==> src/rtl/mem_access_pkg.sv <==
// mem_access_pkg: shared encodings, FSM state and registered-op record for mem_access.
package mem_access_pkg;
  localparam logic [1:0] MW_NONE = 2'b00;
  localparam logic [1:0] MW_BYTE = 2'b01;
  localparam logic [1:0] MW_HALF = 2'b10;
  localparam logic [1:0] MW_WORD = 2'b11;
  localparam logic [2:0] F3_LB  = 3'b000;
  localparam logic [2:0] F3_LH  = 3'b001;
  localparam logic [2:0] F3_LW  = 3'b010;
  localparam logic [2:0] F3_LBU = 3'b100;
  localparam logic [2:0] F3_LHU = 3'b101;
  typedef enum logic {S_IDLE, S_REQ} state_t;
  typedef struct packed {
    logic        we;
    logic [31:0] addr;
    logic [3:0]  wstrb;
    logic [31:0] wdata;
    logic [4:0]  rd;
    logic [2:0]  funct3;
    logic        memtoreg;
    logic        regwrite;
  } op_t;
  // Loads share the MemWrite size encoding so one alignment check covers both.
  function automatic logic [1:0] load_size(input logic [2:0] f3);
    return f3[1:0] == 2'b00 ? MW_BYTE : f3[1:0] == 2'b01 ? MW_HALF : MW_WORD;
  endfunction
endpackage

==> src/rtl/mem_access_load_align.sv <==
// load_align: extracts the addressed byte/half from a read word and extends it per funct3.
module load_align
  import mem_access_pkg::*;
(
  input  logic [31:0] rdata_i,
  input  logic [1:0]  addr_i,
  input  logic [2:0]  funct3_i,
  output logic [31:0] result_o
);
  logic [31:0] sh;
  assign sh = rdata_i >> {addr_i, 3'b000};
  always_comb
    result_o = funct3_i == F3_LB  ? {{24{sh[7]}}, sh[7:0]} :
               funct3_i == F3_LH  ? {{16{sh[15]}}, sh[15:0]} :
               funct3_i == F3_LW  ? rdata_i :
               funct3_i == F3_LBU ? {24'd0, sh[7:0]} :
               funct3_i == F3_LHU ? {16'd0, sh[15:0]} : rdata_i;
endmodule

==> src/rtl/mem_access.sv <==
// mem_access: MEM stage that issues one data-memory request per op and pulses a write-back result.
module mem_access
  import mem_access_pkg::*;
(
  input  logic        clk,
  input  logic        rst,
  input  logic        ex_valid,
  input  logic [4:0]  rd_in,
  input  logic [2:0]  funct3_in,
  input  logic [31:0] alu_result_in,
  input  logic [31:0] store_data_in,
  input  logic        MemREAD_in,
  input  logic [1:0]  MemWrite_in,
  input  logic        MemtoReg_in,
  input  logic        RegWrite_in,
  output logic        stall_out,
  output logic        dmem_req,
  output logic        dmem_we,
  output logic [31:0] dmem_addr,
  output logic [3:0]  dmem_wstrb,
  output logic [31:0] dmem_wdata,
  input  logic        dmem_ack,
  input  logic [31:0] dmem_rdata,
  output logic        wb_valid,
  output logic [4:0]  wb_rd,
  output logic [31:0] wb_data,
  output logic        wb_RegWrite,
  output logic        misalign_err
);
  state_t      state_q, state_d;
  op_t         op_q, op_d;
  logic        wb_valid_q, wb_valid_d, wb_rw_q, wb_rw_d, mis_q, mis_d;
  logic [4:0]  wb_rd_q, wb_rd_d;
  logic [31:0] wb_data_q, wb_data_d, load_res, st_wdata;
  logic [3:0]  st_wstrb;
  logic [1:0]  sz;
  logic        is_store, is_load, mis;
  load_align u_load_align (
    .rdata_i  (dmem_rdata),
    .addr_i   (op_q.addr[1:0]),
    .funct3_i (op_q.funct3),
    .result_o (load_res)
  );
  assign is_store = MemWrite_in != MW_NONE;
  assign is_load  = MemREAD_in && !is_store;
  assign sz       = is_store ? MemWrite_in : load_size(funct3_in);
  assign mis      = (sz == MW_HALF && alu_result_in[0]) || (sz == MW_WORD && alu_result_in[1:0] != 2'b00);
  assign st_wstrb = MemWrite_in == MW_BYTE ? 4'b0001 << alu_result_in[1:0] :
                    MemWrite_in == MW_HALF ? 4'b0011 << alu_result_in[1:0] :
                    MemWrite_in == MW_WORD ? 4'b1111 : 4'b0000;
  assign st_wdata = MemWrite_in == MW_BYTE ? {4{store_data_in[7:0]}} :
                    MemWrite_in == MW_HALF ? {2{store_data_in[15:0]}} :
                    MemWrite_in == MW_WORD ? store_data_in : 32'd0;
  always_comb begin
    state_d    = state_q;
    op_d       = op_q;
    wb_valid_d = 1'b0;
    mis_d      = 1'b0;
    wb_rd_d    = wb_rd_q;
    wb_data_d  = wb_data_q;
    wb_rw_d    = wb_rw_q;
    if (state_q == S_IDLE && ex_valid) begin
      if (!(is_store || is_load) || mis) begin
        wb_valid_d = 1'b1;
        mis_d      = is_store || is_load;
        wb_rd_d    = rd_in;
        wb_data_d  = alu_result_in;
        wb_rw_d    = RegWrite_in && !(is_store || is_load);
      end else begin
        state_d = S_REQ;
        op_d    = '{we: is_store, addr: alu_result_in, wstrb: st_wstrb, wdata: st_wdata, rd: rd_in,
                    funct3: funct3_in, memtoreg: MemtoReg_in, regwrite: RegWrite_in && !is_store};
      end
    end else if (state_q == S_REQ && dmem_ack) begin
      state_d    = S_IDLE;
      wb_valid_d = 1'b1;
      wb_rd_d    = op_q.rd;
      wb_data_d  = op_q.memtoreg ? load_res : op_q.addr;
      wb_rw_d    = op_q.regwrite;
    end
  end
  always_ff @(posedge clk) begin
    if (rst) begin
      state_q    <= S_IDLE;
      op_q       <= '0;
      wb_valid_q <= 1'b0;
      mis_q      <= 1'b0;
      wb_rd_q    <= 5'd0;
      wb_data_q  <= 32'd0;
      wb_rw_q    <= 1'b0;
    end else begin
      state_q    <= state_d;
      op_q       <= op_d;
      wb_valid_q <= wb_valid_d;
      mis_q      <= mis_d;
      wb_rd_q    <= wb_rd_d;
      wb_data_q  <= wb_data_d;
      wb_rw_q    <= wb_rw_d;
    end
  end
  assign stall_out    = state_q == S_REQ;
  assign dmem_req     = state_q == S_REQ;
  assign dmem_we      = dmem_req && op_q.we;
  assign dmem_addr    = {op_q.addr[31:2], 2'b00};
  assign dmem_wstrb   = op_q.wstrb;
  assign dmem_wdata   = op_q.wdata;
  assign wb_valid     = wb_valid_q;
  assign wb_rd        = wb_rd_q;
  assign wb_data      = wb_data_q;
  assign wb_RegWrite  = wb_rw_q;
  assign misalign_err = mis_q;
endmodule

==> config.mk <==
export PLATFORM = sky130hd
export DESIGN_NAME = mem_access
export DESIGN_NICKNAME = d
export VERILOG_FILES = /design/src/rtl/mem_access_pkg.sv /design/src/rtl/mem_access_load_align.sv /design/src/rtl/mem_access.sv
export SDC_FILE = /design/constraint.sdc
export NUM_CORES = 1
export LEC_CHECK = 0
export CAP_MARGIN = 25
export CORE_ASPECT_RATIO = 0.7
export CORE_MARGIN = 10
export CORE_UTILIZATION = 41
export CTS_BUF_LIST = sky130_fd_sc_hd__clkbuf_16
export CTS_CLUSTER_SIZE = 12
export DETAILED_ROUTE_END_ITERATION = 8
export PLACE_DENSITY_LB_ADDON = 0.3
export SLEW_MARGIN = 20
export SYNTH_ARGS = -nofsm -noshare
export SYNTH_HDL_FRONTEND = slang
export SYNTH_SLANG_ARGS = --single-unit
==> constraint.sdc <==
create_clock -name clk -period 2 [get_ports clk]
set_clock_uncertainty 0.2 [all_clocks]
set_input_delay 0.4 -clock clk [delete_from_list [all_inputs] [get_ports clk]]
set_output_delay 0.4 -clock clk [all_outputs]
set_load 0.01 [all_outputs]
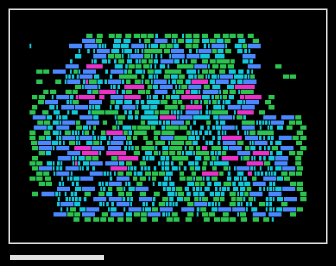
**Above:** run 1 (placement by cell class).
The bar under the picture is 50 µm long.
- green: remaining buffers and delay cells (cells 319)
- cyan: remaining logic cells (cells 535)
- magenta: clock drivers and dummy loads (cells 31)
- blue: registers (cells 120)

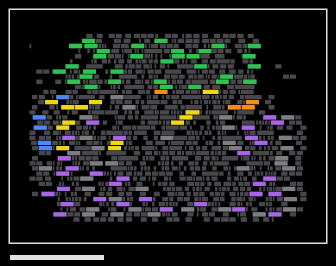
**Above:** run 1 (register map, names as in the netlist).
The bar under the picture is 50 µm long. Other sequential cells in the stronger grey, the rest of the logic in the fainter grey.
- green: `dmem_wdata` (sequential cells 32)
- purple: `dmem_addr` (sequential cells 30)
- yellow: `op_q` (sequential cells 13)
- blue: `wb_rd` (sequential cells 5; where left middle)
- orange: `dmem_wstrb` (sequential cells 4; where right middle)

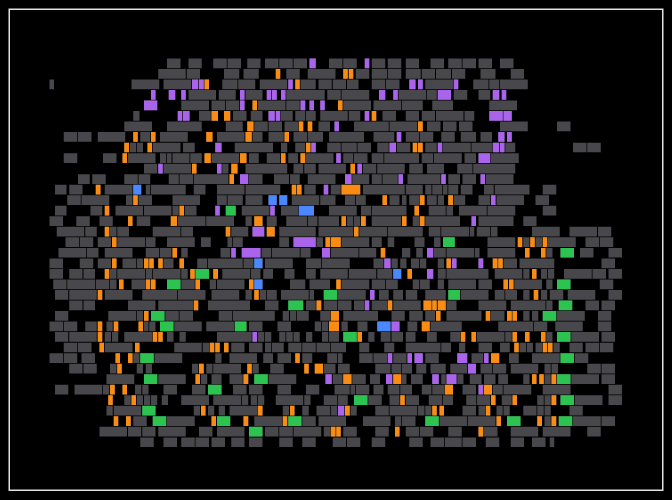
**Above:** run 1 (gate families picked out).
- purple: nor cells (cells 83)
- green: non-inverting ao/oa cells (cells 32)
- orange: nand cells (cells 168)
- blue: and/or cells (cells 8; where middle)

==> ci_impl_report.md, run 1 <==
### Yosys + OpenROAD results

| Metric | Value |
|---|---|
| Row count | `37` |
| Area leader share | `38.0%` |
| PwrDens | `807 nW/µm²` |
| Hold Path Class | `input port to flop` |
| Vias in the first global route | `6,125` |
| HPWL Detailed | `17,800 µm` |
| Yosys stat chip area | `6330 µm²` |
| Finished Layout Cells | `1,202` |
| Startpoint Class | `flop` |
| Met3 GRT Util | `8.47%` |
| Tmin final | `1.96 ns` |
| Crit path DAT | `1.36 ns` |
| Sequential share of the synthesized area | `38.0%` |
| Clock slew at reported path FFs | `0.06 ns` |
| Status | `completed` |
| Crit path depth | `1` |
| Num ports | `224` |
| First DRT Iteration DRCs | `586` |
| Slowest cell delay on critical path | `0.60 ns` |
| Final setup fails | `0` |
| Leak Pwr | `3.76 nW` |
| Slew Limit Fails | `0` |
| Number of max-cap violations | `0` |
| Crit share post-route | `98.0%` |
| # DRC | `0` |
| Synth area leader | `dfxtp_1` |
| CTS tree | `yes` |
| Worst slew pin tran | `0.532 ns` |
| HP Start | `MemWrite_in[1]` |
| Netlist cell types | `52` |
| Via Count | `6,606` |
| Met1 GRT Util | `29.4%` |
| # nets final | `1,110` |
| Main synth FF type | `dfxtp_1` |
| Cells after synthesis | `791` |
| Crit path max fanout | `3` |
| Root Driver | `clkbuf_16` |
| Post-DP Area | `8780 µm²` |
| Family with the most delay on the worst path | `buffers and inverters` |
| DRT Pass-1 Iters | `5` |
| CP max stage cell | `clkdlybuf4s50_1` |
| P&R area growth vs syn | `56.1%` |
| Hold_buf cts | `0` |
| Non-clk bufs | `319` |
| Comb/total area | `32.6%` |
| Finished Cell Area | `9870 µm²` |
| WP buf/inv | `1` |
| Die ar. | `20,900 µm²` |
| Hold Worst Slack | `0.212 ns` |
| GRT Overall Usage | `21.7%` |
| Antenna diode count | `2` |
| Total Wirelength | `24,600 µm` |
| Post-synth ARST share | `0%` |
| Detailed-route wire length per cell | `20.5 µm` |
| Placed Cells | `1,156` |
| Critical Path End Type | `output port` |
| Reg-to-reg startpoint | `op_q[47]$_SDFFE_PP0P_` |
| Syn Area/Cell | `8.00 µm²` |
| M2 GR Usage | `31.6%` |
| Fp util | `42.4%` |
| Cell count of the worst reg-to-reg path | `5` |
| Post-synth EDFFs | `0` |
| Total gr overflow | `0` |
| Via density per instance | `5.50` |
| Top cells, area | `dfxtp_1 (38%), nand2_1 (8.5%), buf_4 (8.4%), a21oi_1 (7.0%), mux2_2 (3.7%)` |
| # Cells Yosys | `791` |
| TritonCTS Buffers | `17` |
| Register area | `2410 µm²` |
| ANT nets after route | `0` |
| Crit-path cells | `clkdlybuf4s50_1` |
| Initial antenna violation count | `3` |
| Largest net degree at the start of global routing | `46` |
| Clock tree buffer depth | `2` |
| Die Ht | `124 µm` |
| Non-clock buffering overhead | `33.4%` |
| Number of logic inverters in the finished layout | `10` |
| Total design power | `7.96 mW` |
| Post-Syn Area | `6330 µm²` |
| Rel. slew slack | `64.5%` |
[run 1: synthesized netlist by cell type (all sizes together) (2+ instances only)]
library cell,number
nand2,144
dfxtp,120
buf,99
a21oi,89
nor2,50
clkbuf,38
o21ai,38
nor3,24
a221o,21
mux2,21
a221oi,15
a311oi,13
nand2b,12
inv,10
a211oi,9
a22oi,9
mux2i,9
nand3,9
o2bb2ai,9
nor2b,7
a32o,5
a31oi,4
ha,4
or2,4
a22o,3
a32oi,3
o221ai,3
nand3b,2
nor3b,2
o21bai,2
or3,2
[run 1: registers in the layout, indices dropped and copies added (netlist names)]
name          cells
dmem_wdata       32
wb_data          32
dmem_addr        30
op_q             13
wb_rd             5
dmem_wstrb        4
dmem_req          1
misalign_err      1
wb_RegWrite       1
wb_valid          1
[run 1: report_power, final]
part	internal [mW]	switching, mW
sequential	2.57	0.112
combinational	0.984	0.853
clock	2.32	1.13
[run 1: kinds of logic (layout without fill, tap and decap cells)]
kind of cell / after synthesis / in the layout / share of synthesized area [%]
xor+xnor: 1 / 1 / 0.138
flops: 120 / 120 / 38.0
simple gates: 259 / 259 / 17.5
mux: 30 / 30 / 5.16
compound gates: 229 / 229 / 24.5
other cells: 1 / 4 / 0.0593
fa+ha+maj: 4 / 4 / 0.791
buf+inv: 147 / 360 / 13.8
[run 1: timing repair]
item,in CTS,in global routing
resized,24,39
pin swaps,5,24
setup buffers,2,3
endpoints found under the setup margin,120,98
cloned,2,6
[run 1: layer usage]
layer / wire length [µm] / part of all wire (%)
met1: 10900 / 44
met2: 10600 / 43
met3: 2730 / 11
met4: 365 / 1.5
met5: 7 / 0.028
--- run 2 (diff from run 1) ---
- SLEW_MARGIN: 20 -> 0
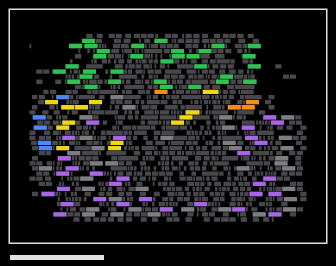
**Above:** run 2 (register map, names as in the netlist).
The bar under the picture is 50 µm long. Other sequential cells in the stronger grey, the rest of the logic in the fainter grey.
- green: `dmem_wdata` (sequential cells 32)
- orange: `dmem_wstrb` (sequential cells 4; where right middle)
- purple: `dmem_addr` (sequential cells 30)
- blue: `wb_rd` (sequential cells 5; where left middle)
- yellow: `op_q` (sequential cells 13)
- not coloured: 36

==> run 2 against run 1 <==
  * Fmax unchanged
  * Count of clock-buffer cells in the layout unchanged
  * Sequential cell count unchanged
  * Global-route usage unchanged
  * Cell count unchanged
  * Critical endpoint unchanged
  * Largest power group unchanged
  * Highest routed layer unchanged
==> ci_impl_report.md, run 2 <==
### Yosys + OpenROAD results

| Metric | Value |
|---|---|
| Status | `completed` |
| Rel. slew slack | `64.5%` |
| Comb pwr | `1.84 mW` |
| Finished Cell Area | `9870 µm²` |
| Crit path DAT | `1.36 ns` |
| Yosys stat chip area | `6330 µm²` |
| Setup CP Type | `flop to output port` |
| Top cells, area | `dfxtp_1 (38%), nand2_1 (8.5%), buf_4 (8.4%), a21oi_1 (7.0%), mux2_2 (3.7%)` |
| Post-Syn Area | `6330 µm²` |
| First-pass GRT wire length | `35,800 µm` |
| Sequential power share | `33.6%` |
| Tmin final | `1.96 ns` |
| Clock tree buffer depth | `2` |
| Largest net degree at the start of global routing | `46` |
| Hold Worst Slack | `0.212 ns` |
| Die ar. | `20,900 µm²` |
| Post-synth EDFFs | `0` |
| HP Start | `MemWrite_in[1]` |
| Top Layout Cells | `clkdlybuf4s50_1 (206), nand2_1 (144), dfxtp_1 (118), a21oi_1 (83), buf_4 (69)` |
| Crit share post-route | `98.0%` |
| Detailed-route wire length per cell | `20.5 µm` |
| Syn Area/Cell | `8.00 µm²` |
| RD Place Congestion | `0.906` |
| Slowest cell delay on critical path | `0.60 ns` |
| Root Driver | `clkbuf_16` |
| Combinational share of power | `23.1%` |
| PwrDens | `807 nW/µm²` |
| Tool warnings | `30` |
| Die x size | `168 µm` |
| Die Ht | `124 µm` |
| Area leader share | `38.0%` |
| Number of max-cap violations | `0` |
| Int Power | `5.87 mW` |
| P&R area growth vs syn | `56.1%` |
| Sequential Power | `2.68 mW` |
| CTS HTree Levels | `4` |
| Crit-path cells | `clkdlybuf4s50_1` |
| Row count | `37` |
| Sw Share | `26.3%` |
| Critical path origin | `dmem_addr[3]$_SDFFE_PP0P_` |
| Via density per instance | `5.50` |
| Critical Path End Type | `output port` |
| Vias in the first global route | `6,125` |
| TritonCTS Buffers | `17` |
| ANT nets after route | `0` |
| CP max stage cell | `clkdlybuf4s50_1` |
| Num ports | `224` |
| Clk latency late pin | `0.41 ns` |
| VDD IR max | `0.000586 V` |
| Final Hold Vio Count | `0` |
| Post-DP Area | `8780 µm²` |
| Family with the most delay on the worst path | `buffers and inverters` |
| Total Wirelength | `24,600 µm` |
| Fp util | `42.4%` |
| CTS tree | `yes` |
| Worst slew pin tran | `0.532 ns` |
| Synth area leader | `dfxtp_1` |
| Final setup fails | `0` |
| Clock Power Share | `43.3%` |
| Total gr overflow | `0` |
| Pwr top | `clock` |
| Most frequent cell after synthesis | `nand2_1` |
| # nets final | `1,110` |
| Initial antenna violation count | `3` |
| Leak Pwr | `3.76 nW` |
| Net Sw Power | `2.09 mW` |
| DRT Pass-1 Iters | `5` |
| Startpoint Class | `flop` |
| Clock slew at reported path FFs | `0.06 ns` |
| HPWL Detailed | `17,800 µm` |
| Crit path max fanout | `3` |
| Netlist cell types | `52` |
| First DRT Iteration DRCs | `586` |
| Clock Sinks | `120` |
| WP buf/inv | `1` |
| Sequential share of the synthesized area | `38.0%` |
| Main synth FF type | `dfxtp_1` |
| Via Count | `6,606` |
| # Cells Yosys | `791` |
| Register area | `2410 µm²` |
| Ratio of cells with drive above 1 in the final layout | `18.9%` |
| Cells after synthesis | `791` |
| Post-synth top cells | `nand2_1 (144), dfxtp_1 (120), a21oi_1 (89)` |
| Synthesized flop and latch total | `120` |
| Clk power | `3.45 mW` |
| Hold_buf cts | `0` |
| Slew Limit Fails | `0` |
| Post-synth ARST share | `0%` |
| Reg-to-reg startpoint | `op_q[47]$_SDFFE_PP0P_` |
| Hold Path Class | `input port to flop` |
| # DRC | `0` |
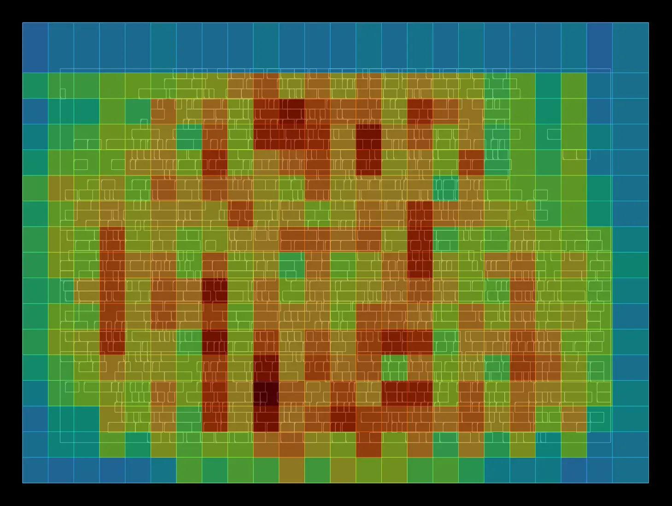
**Above:** run 2 (track usage over the die).
met1 GRT Util: 29.4%
GRT Overall Usage: 21.7%
met3 GRT Util: 8.47%
M2 GR Usage: 31.6%
busiest layer in global routing: met2

-- run 2: per-layer routing --
layer | GRT usage [%] | vias up | wire, µm
met1 | 29.4 | 3094 | 10900
li1 | - | 3143 | -
met4 | 5.75 | 2 | 365
met2 | 31.6 | 337 | 10600
met5 | 0 | - | 7
met3 | 8.47 | 30 | 2730
-- run 2: final cells by class --
type	instances	area share [%]
well taps	195	2.47
inverters	10	0.380
multi-input cells	525	32.6
diodes	2	0.0507
clock inverters	14	2.34
clock buffers	17	4.31
repair buffers	319	33.4
flip-flops and latches	120	24.4
-- run 2: worst paths after layout --
path                                              endpoint  slack, ns  cells after the start
worst min register to register        op_q[8]$_SDFFE_PP0P_       0.26                      2
worst min-delay path            dmem_wstrb[0]$_SDFFE_PP0P_       0.21                      3
worst max register to register     wb_data[4]$_SDFFE_PP0P_       0.06                      5
worst max-delay path                          dmem_addr[3]       0.04                      1
-- run 2: cells by family (layout without fill, tap and decap cells) --
family / after synthesis / after routing / share of synthesized area, %
other cells: 1 / 4 / 0.0593
fa+ha+maj: 4 / 4 / 0.791
compound gates: 229 / 229 / 24.5
xor+xnor: 1 / 1 / 0.138
mux: 30 / 30 / 5.16
simple gates: 259 / 259 / 17.5
buf+inv: 147 / 360 / 13.8
flops: 120 / 120 / 38.0
-- run 2: metrics by stage --
stage          setup slack [ns]  power, mW  std cells  TNS [ns]
2_1_floorplan           -0.0792       3.56        792     -1.19
3_3_place_gp             -0.640       4.36       1156    -63.75
4_1_cts                0.000382       7.86       1191         0
5_1_grt                -0.00299       8.24       1201  -0.00532
3_5_place_dp             -0.673       4.38       1156    -68.55
6_report                 0.0399       7.96       1202         0
-- run 2: timing repair --
item | in CTS | in global routing
pin swaps | 5 | 24
resized | 24 | 39
setup endpoints to repair | 120 | 98
buffers inserted | 2 | 3
gates cloned | 2 | 6
**Run 2: gate families picked out**

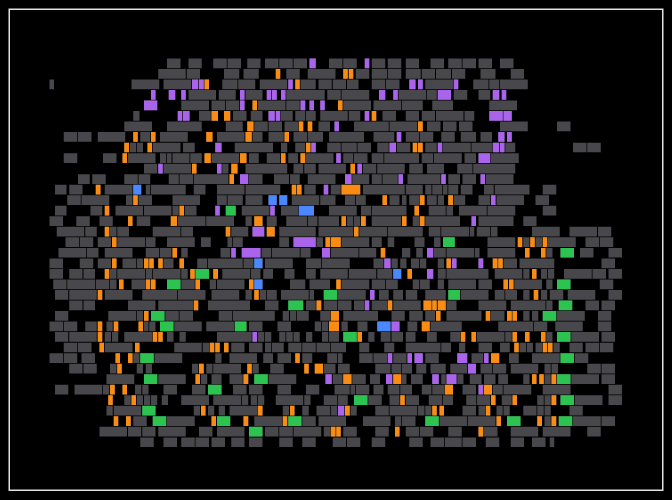

--- run 3 (diff from run 2) ---
- SETUP_SLACK_MARGIN: not set -> 0.02
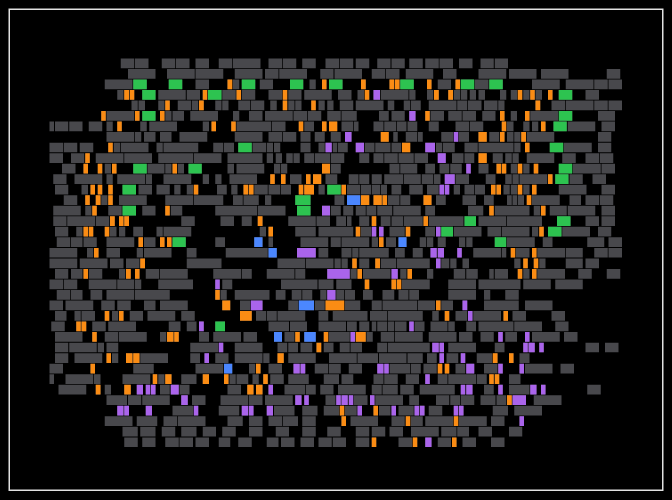
**Above:** run 3 (gate families picked out).
- orange: nand cells (cells 168)
- blue: and/or cells (cells 8; where middle)
- purple: nor cells (cells 83)
- green: non-inverting ao/oa cells (cells 32)

==> run 3 against run 2 <==
  * Wire length shrank 4.8%
  * Worst hold slack lost 0.038 ns
  * Largest power group unchanged
  * Count of clock-buffer cells in the layout is the same
  * Synthesized area is the same
==> ci_impl_report.md, run 3 <==
### Yosys + OpenROAD results

| Metric | Value |
|---|---|
| Status | `completed` |
| Ratio of cells with drive above 1 in the final layout | `19.7%` |
| Family with the most delay on the worst path | `buffers and inverters` |
| Final setup fails | `0` |
| Clk latency late pin | `0.41 ns` |
| Worst reg2reg setup slack | `0.07 ns` |
| PwrDens | `786 nW/µm²` |
| Tool warnings | `30` |
| Mux share | `5.16%` |
| Setup Fix Bufs, Post-CTS | `7` |
| Hold_buf cts | `0` |
| Area leader share | `38.0%` |
| VDD IR max | `0.000586 V` |
| Critical path origin | `dmem_addr[20]$_SDFFE_PP0P_` |
| Leak Pwr | `3.80 nW` |
| Largest net degree at the start of global routing | `33` |
| Setup CP Type | `flop to output port` |
| Crit-path cells | `clkdlybuf4s50_1` |
| Netlist cell types | `52` |
| Num ports | `224` |
| Via Count | `6,430` |
| Slew Limit Fails | `0` |
| Die Ht | `124 µm` |
| # DRC | `0` |
| Post-synth ARST share | `0%` |
| Sum Neg Setup Slack | `0 ns` |
| Root Driver | `clkbuf_16` |
| Routed wl met2 | `10,200 µm` |
| Clock slew at reported path FFs | `0.06 ns` |
| Synthesized flop and latch total | `120` |
| Cell count of the worst reg-to-reg path | `6` |
| HPWL Detailed | `17,800 µm` |
| Slowest cell delay on critical path | `0.56 ns` |
| CTS HTree Levels | `4` |
| Total design power | `7.62 mW` |
| Syn Area/Cell | `8.00 µm²` |
| Die x size | `168 µm` |
| TritonCTS Buffers | `17` |
| Critical Path End Type | `output port` |
| Hold Path Class | `input port to flop` |
| CTS tree | `yes` |
| First DRT Iteration DRCs | `572` |
| RD Place Congestion | `0.963` |
| Xor/xnor share | `0.138%` |
| Startpoint Class | `flop` |
| DR top layer | `met5` |
| Antenna diode count | `0` |
| Achievable Freq | `0.513 GHz` |
| Final Hold Vio Count | `0` |
| Row count | `37` |
| Main logic family after synthesis | `AND-OR/OR-AND gates` |
| Initial antenna violation count | `1` |
| Cells after synthesis | `791` |
| DP Worst Slack | `-0.647 ns` |
| CP max stage cell | `clkdlybuf4s50_1` |
| # Cells Yosys | `791` |
| Worst setup margin | `0.0503 ns` |
| Number of max-cap violations | `0` |
| Synth Area in Adders | `0.791%` |
| Crit path DAT | `1.35 ns` |
| Clock Sinks | `120` |
| AO/OA Area Share | `24.5%` |
| Post-synth EDFFs | `0` |
| Top Layout Cells | `clkdlybuf4s50_1 (199), nand2_1 (144), dfxtp_1 (117), buf_4 (91), a21oi_1 (85)` |
| DRT Pass-1 Iters | `5` |
| Detailed-route wire length per cell | `19.4 µm` |
| Total gr overflow | `0` |
| Yosys simple share | `17.5%` |
| Synth area leader | `dfxtp_1` |
| End of the critical path | `dmem_addr[20]` |
| Crit path max fanout | `3` |
| WL met3 | `2110 µm` |
| GRT Overall Usage | `21.0%` |
| Total Wirelength | `23,400 µm` |
| WP buf/inv | `1` |
| ANT nets after route | `0` |
| Crit path depth | `1` |
| Most frequent cell after synthesis | `nand2_1` |
| Worst R2R End | `wb_data[19]$_SDFFE_PP0P_` |
| Top cells, area | `dfxtp_1 (38%), nand2_1 (8.5%), buf_4 (8.4%), a21oi_1 (7.0%), mux2_2 (3.7%)` |
| Via density per instance | `5.31` |
| Wl on met1 | `11,000 µm` |
| # nets final | `1,120` |
| Fp util | `42.4%` |
| Hold Crit Depth | `4` |
| P&R area growth vs syn | `53.3%` |
| Crit share post-route | `97.5%` |
| Tmin final | `1.95 ns` |
| Post-synth top cells | `nand2_1 (144), dfxtp_1 (120), a21oi_1 (89)` |
| Yosys stat chip area | `6330 µm²` |
| Clock tree buffer depth | `2` |
| Die ar. | `20,900 µm²` |
| Post-Syn Area | `6330 µm²` |
| CTS resizes | `27` |
| Main synth FF type | `dfxtp_1` |
| First-pass GRT wire length | `35,100 µm` |
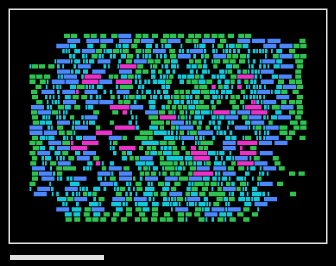
**Above:** run 3 (placement by cell class).
The bar under the picture is 50 µm long.
- magenta: clock drivers and dummy loads (cells 31)
- green: remaining buffers and delay cells (cells 329)
- blue: registers (cells 120)
- cyan: remaining logic cells (cells 535)

## run 3: how the worst min path moves through the flow
stage,to,from
global placement,dmem_wdata[4]$_SDFFE_PP0P_,dmem_wdata[4]$_SDFFE_PP0P_
finish,op_q[47]$_SDFFE_PP0P_,alu_result_in[1]
detailed placement,dmem_wdata[7]$_SDFFE_PP0P_,dmem_wdata[7]$_SDFFE_PP0P_
global route,op_q[47]$_SDFFE_PP0P_,alu_result_in[1]
floorplan,dmem_wdata[0]$_SDFFE_PP0P_,dmem_wdata[0]$_SDFFE_PP0P_
CTS,dmem_wdata[7]$_SDFFE_PP0P_,dmem_wdata[7]$_SDFFE_PP0P_
## run 3: area by class of cell
type | count | area [µm²]
fill | 1277 | 5210
multi-input combinational | 525 | 3210
timing repair buffer | 329 | 3190
sequential | 120 | 2410
clock buffer | 17 | 425
tap | 195 | 244
clock inverter | 14 | 181
inverter | 10 | 40.0
## run 3: metal layers
metal	GRT usage, %	up-vias
met1	29.4	3016
met3	7.84	10
li1	-	3161
met4	3.36	2
met2	30.5	241
met5	0	-
## run 3: metrics by stage
step	instances	instance area (µm²)	hold WS [ns]	util [%]
final	1210	9700	0.174	65.0
after floorplan	792	6450	0.232	-
after detailed placement	1166	8850	0.245	59.3
after CTS	1205	9550	0.253	64.1
after global routing	1210	9700	0.189	65.0
after global placement	1166	8850	0.239	59.3
## run 3: kinds of logic after synthesis
logic type | after synthesis
buffers and inverters | 147
XOR/XNOR | 1
flip-flops | 120
other | 1
AND/OR/NAND/NOR | 259
adder cells (fa/ha/maj) | 4
AND-OR/OR-AND | 229
multiplexers | 30
## run 3: where the power goes
part	leakage [nW]	internal, mW	total, mW	switching (mW)
registers	0.983	2.57	2.68	0.111
clock network	0.286	2.06	3.21	1.15
logic	2.53	0.928	1.73	0.807
total	3.80	5.56	7.62	2.06
Power is estimated from default activity; no workload was simulated.
